File: config.mk
export PLATFORM = sky130hd
export DESIGN_NAME = data_format_in
export DESIGN_NICKNAME = d
export VERILOG_FILES = /design/src/rtl/data_format_in_pkg.sv /design/src/rtl/data_format_in.sv
export SDC_FILE = /design/constraint.sdc
export NUM_CORES = 1
export LEC_CHECK = 0
export CAP_MARGIN = 20
export CORE_MARGIN = 3
export CORE_UTILIZATION = 32
export DETAILED_ROUTE_END_ITERATION = 10
export GPL_TIMING_DRIVEN = 0
export RECOVER_POWER = 25
export SYNTH_ARGS = -nofsm -noshare
export SYNTH_HDL_FRONTEND = slang
export SYNTH_SLANG_ARGS = --single-unit
File: constraint.sdc
create_clock -name clk -period 2.5 [get_ports clk]
set_input_delay 0.75 -clock clk [delete_from_list [all_inputs] [get_ports clk]]
set_output_delay 0.75 -clock clk [all_outputs]
set_load 0.02 [all_outputs]
File: src/rtl/data_format_in_pkg.sv
// Shared definitions for the DDR2 FIFO read/write formatters:
// datapath widths, the 1-bit formatter state encoding and a clog2 helper.
package data_format_in_pkg;

  localparam int DDR2_DATA_W = 64;
  localparam int SAMPLE_W    = 32;
  localparam int WORD_CNT_W  = 32;

  typedef enum logic {
    ST_EMPTY   = 1'b0,
    ST_FILLING = 1'b1
  } fmt_state_e;

  // Ceiling log2, usable in constant expressions.
  function automatic int clog2(input int value);
    int result;
    int v;
    result = 0;
    v = value - 1;
    while (v > 0) begin
      result = result + 1;
      v = v >> 1;
    end
    return result;
  endfunction

endpackage

File: src/rtl/data_format_in.sv
// Write-path width packer for the DDR2 FIFO datapath.
// Packs DI_WIDTH samples into DO_WIDTH words; flush pushes out a partial
// word together with a lane mask.
//
// Build option: DATA_FORMAT_IN_MSB_FIRST_EN
//   defined   - first sample of a word lands in the top lane and fills downward;
//               a partial word occupies the upper lanes.
//   undefined - LSB-first, matching the read-side unpack order.
//
// state      | meaning
// -----------+-----------------------------------------------
// ST_EMPTY   | idx == 0, no sample held
// ST_FILLING | 1..RATIO-1 lanes held in the accumulator
module data_format_in
  import data_format_in_pkg::*;
#(
  parameter int DI_WIDTH = SAMPLE_W,
  parameter int DO_WIDTH = DDR2_DATA_W
) (
  input  logic                  clk,
  input  logic                  reset,
  input  logic [DI_WIDTH-1:0]   data_in,
  input  logic                  din_vd,
  input  logic                  flush,
  output logic [DO_WIDTH-1:0]   data_out,
  output logic                  dout_vd,
  output logic [DO_WIDTH/DI_WIDTH-1:0] dout_mask,
  output logic [WORD_CNT_W-1:0] word_cnt,
  output logic                  busy
);

  localparam int RATIO = DO_WIDTH / DI_WIDTH;
  localparam int IDX_W = (clog2(RATIO) < 1) ? 1 : clog2(RATIO);
  localparam logic [IDX_W-1:0] LAST_IDX = IDX_W'(RATIO - 1);

  fmt_state_e            state_q, state_next;
  logic [IDX_W-1:0]      idx_q, idx_next;
  logic [DO_WIDTH-1:0]   acc_q, acc_next, acc_fill;
  logic [IDX_W:0]        fill_cnt;
  logic [IDX_W-1:0]      lane_sel;
  logic [RATIO-1:0]      fill_mask;
  logic                  emit_full, emit_partial, emit;

  logic [DO_WIDTH-1:0]   data_out_q;
  logic                  dout_vd_q;
  logic [RATIO-1:0]      dout_mask_q;
  logic [WORD_CNT_W-1:0] word_cnt_q;

  // Physical lane for the incoming sample and the lanes occupied after it lands.
  always_comb begin
    fill_cnt  = {1'b0, idx_q} + (IDX_W+1)'(din_vd);
    fill_mask = '0;
`ifdef DATA_FORMAT_IN_MSB_FIRST_EN
    lane_sel = LAST_IDX - idx_q;
    for (int i = 0; i < RATIO; i++) begin
      fill_mask[i] = ((RATIO - 1 - i) < int'(fill_cnt));
    end
`else
    lane_sel = idx_q;
    for (int i = 0; i < RATIO; i++) begin
      fill_mask[i] = (i < int'(fill_cnt));
    end
`endif
  end

  // Accumulator contents with the current sample written in (if any).
  always_comb begin
    acc_fill = acc_q;
    for (int i = 0; i < RATIO; i++) begin
      if (din_vd && (lane_sel == IDX_W'(i))) begin
        acc_fill[i*DI_WIDTH +: DI_WIDTH] = data_in;
      end
    end
  end

  // Next-state logic: a sample filling the last lane wins over flush, so a
  // flush coinciding with the final sample yields exactly one full word.
  always_comb begin
    state_next   = state_q;
    idx_next     = idx_q;
    acc_next     = acc_q;
    emit_full    = din_vd && (idx_q == LAST_IDX);
    emit_partial = flush && !emit_full && ((state_q == ST_FILLING) || din_vd);
    emit         = emit_full || emit_partial;
    if (emit) begin
      state_next = ST_EMPTY;
      idx_next   = '0;
      acc_next   = '0;
    end else if (din_vd) begin
      state_next = ST_FILLING;
      idx_next   = idx_q + 1'b1;
      acc_next   = acc_fill;
    end
  end

  // State register.
  always_ff @(posedge clk) begin
    if (reset) begin
      state_q <= ST_EMPTY;
    end else begin
      state_q <= state_next;
    end
  end

  // Lane index and accumulator; a partial word held at reset is dropped.
  always_ff @(posedge clk) begin
    if (reset) begin
      idx_q <= '0;
      acc_q <= '0;
    end else begin
      idx_q <= idx_next;
      acc_q <= acc_next;
    end
  end

  // Output word register; data and mask hold between valid words.
  always_ff @(posedge clk) begin
    if (reset) begin
      data_out_q  <= '0;
      dout_vd_q   <= 1'b0;
      dout_mask_q <= '0;
    end else begin
      dout_vd_q <= emit;
      if (emit) begin
        data_out_q  <= acc_fill;
        dout_mask_q <= fill_mask;
      end
    end
  end

  // Emitted-word counter, wraps naturally at 2^32.
  always_ff @(posedge clk) begin
    if (reset) begin
      word_cnt_q <= '0;
    end else if (emit) begin
      word_cnt_q <= word_cnt_q + 1'b1;
    end
  end

  assign data_out  = data_out_q;
  assign dout_vd   = dout_vd_q;
  assign dout_mask = dout_mask_q;
  assign word_cnt  = word_cnt_q;
  assign busy      = (state_q == ST_FILLING);

endmodule

Clock network drawn from the DEF:
Scale: 3 px per µm.
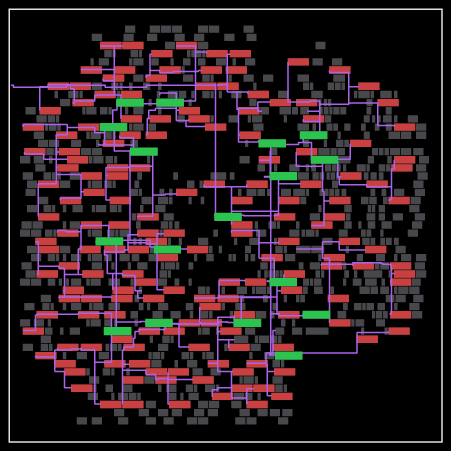
Red stands for flip-flops, count 165. Green stands for clock drivers, count 17. Purple stands for clock wires, length 2000 µm.
There are 18 routed clock nets.
clk latency late pin: 0.43 ns
Clk. pwr: 2350 µW

Placement by cell class:
Scale: 2 px per µm.
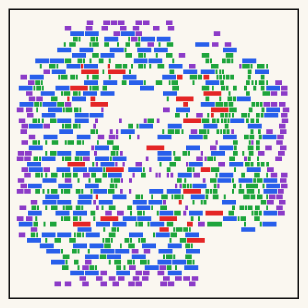
Blue stands for flops, cells 165, share of their area 41%. Green stands for combinational and other logic, cells 420, share of their area 33%. Purple stands for other buffers and delay cells, cells 178, share of their area 19%. Red stands for clock drivers and dummy loads, cells 30, share of their area 6.5%.
Seq area share: 0.4002
Std-Cell Rows: 49
Core ar.: 18270 µm²

I/O nets highlighted:
Scale: 3 px per µm.
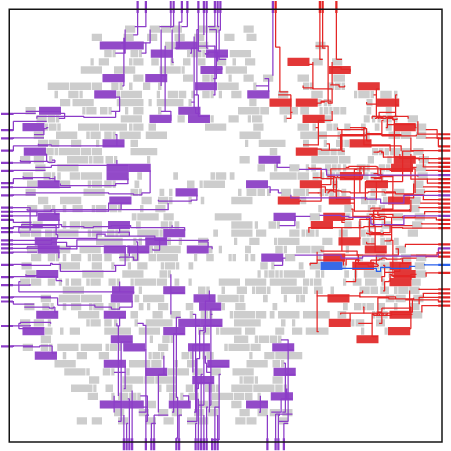
Blue stands for dout_vd, bits 1, direction output, edge right, end cells 1, buffers 1, wire 32.8 µm. Red stands for word_cnt, bits 32, direction output, edge 28 right, 4 top, end cells 32, buffers 32, wire 1510 µm. Purple stands for data_out, bits 64, direction output, edge 26 left, 21 bottom, 13 top, 4 right, end cells 64, buffers 64, wire 2470 µm.

==> impl_metrics.py <==
# Generated from Yosys and OpenROAD reports
metrics = {
    "pwr": {
        "seq-power_uw": 2840,
        "power_leakage_uw": 0.003184,
        "p_switching_uw": 1550,
    },
    "synth": {
        "synthXorXnorAreaFrac": 0.01442,
        "ys_sh_aoi": 0.1127,
        "flop_cell": "dfxtp_1",
        "most_common_cell": "dfxtp_1",
        "synth.distinct_cells": 31,
        "fp_nets": 666,
        "ys_async_sr_fraction": 0,
        "fa_ha_area_frac": 0.002061,
    },
    "clocking": {
        "cts_buffers": 17,
        "postCtsHoldBufs": 0,
        "path_clk_slew_ns": 0.06,
    },
    "critical_path": {
        "worst-r2r-setup-slack_ns": 0.29,
        "crit_buf_inv": 2,
        "endpoint": "word_cnt[20]$_SDFFE_PP0P_",
        "cp.required_ns": 2.80,
        "worst-r2r-cell-count": 6,
        "slowest_stage": "a2111o_1",
        "worstSetupStartpoint": "flush",
        "start_kind": "input pin",
        "cp_top_family": "buffers and inverters",
        "cp.depth": 6,
    },
    "finish": {
        "drive_above_1_share": 0.08071,
        "lay_top_cells": "165 x dfxtp_1, 159 x nor2_1, 121 x clkdlybuf4s50_1",
        "nonClockInverterCount": 6,
        "register_area_um2": 3303,
        "design_area_um2": 8253,
        "n_antenna_cell": 0,
    },
    "sta": {
        "skew_ns": 0.01524,
        "finalHoldViolations": 0,
        "slew_viol_final": 0,
    },
    "run": {
        "warnings": 26,
    },
    "worst_hold_path": {
        "hold_path.class": "register to register",
    },
    "route": {
        "post-route-drc-count": 0,
        "wl_per_cell_um": 15.61,
        "routedLengthMet1_um": 7630,
        "drt_iter0_drc": 226,
        "topRoutingLayerUsed": "met4",
        "wl_met3_um": 972,
    },
    "floorplan": {
        "die_y_um": 143.8,
        "dieWidth_um": 143.8,
        "boundaryPins": 136,
    },
    "global_routing": {
        "grt_pass1_wl_um": 25320,
        "grtUsageTotal": 0.1566,
    },
    "placed_design": {
        "dp_cells": 992,
        "postPlaceCellArea_um2": 7700,
    },
    "run_status": {
        "outcome": "finished, final reports clean",
    },
}
Power figures rest on the tool's default switching activity, not on a simulated workload.
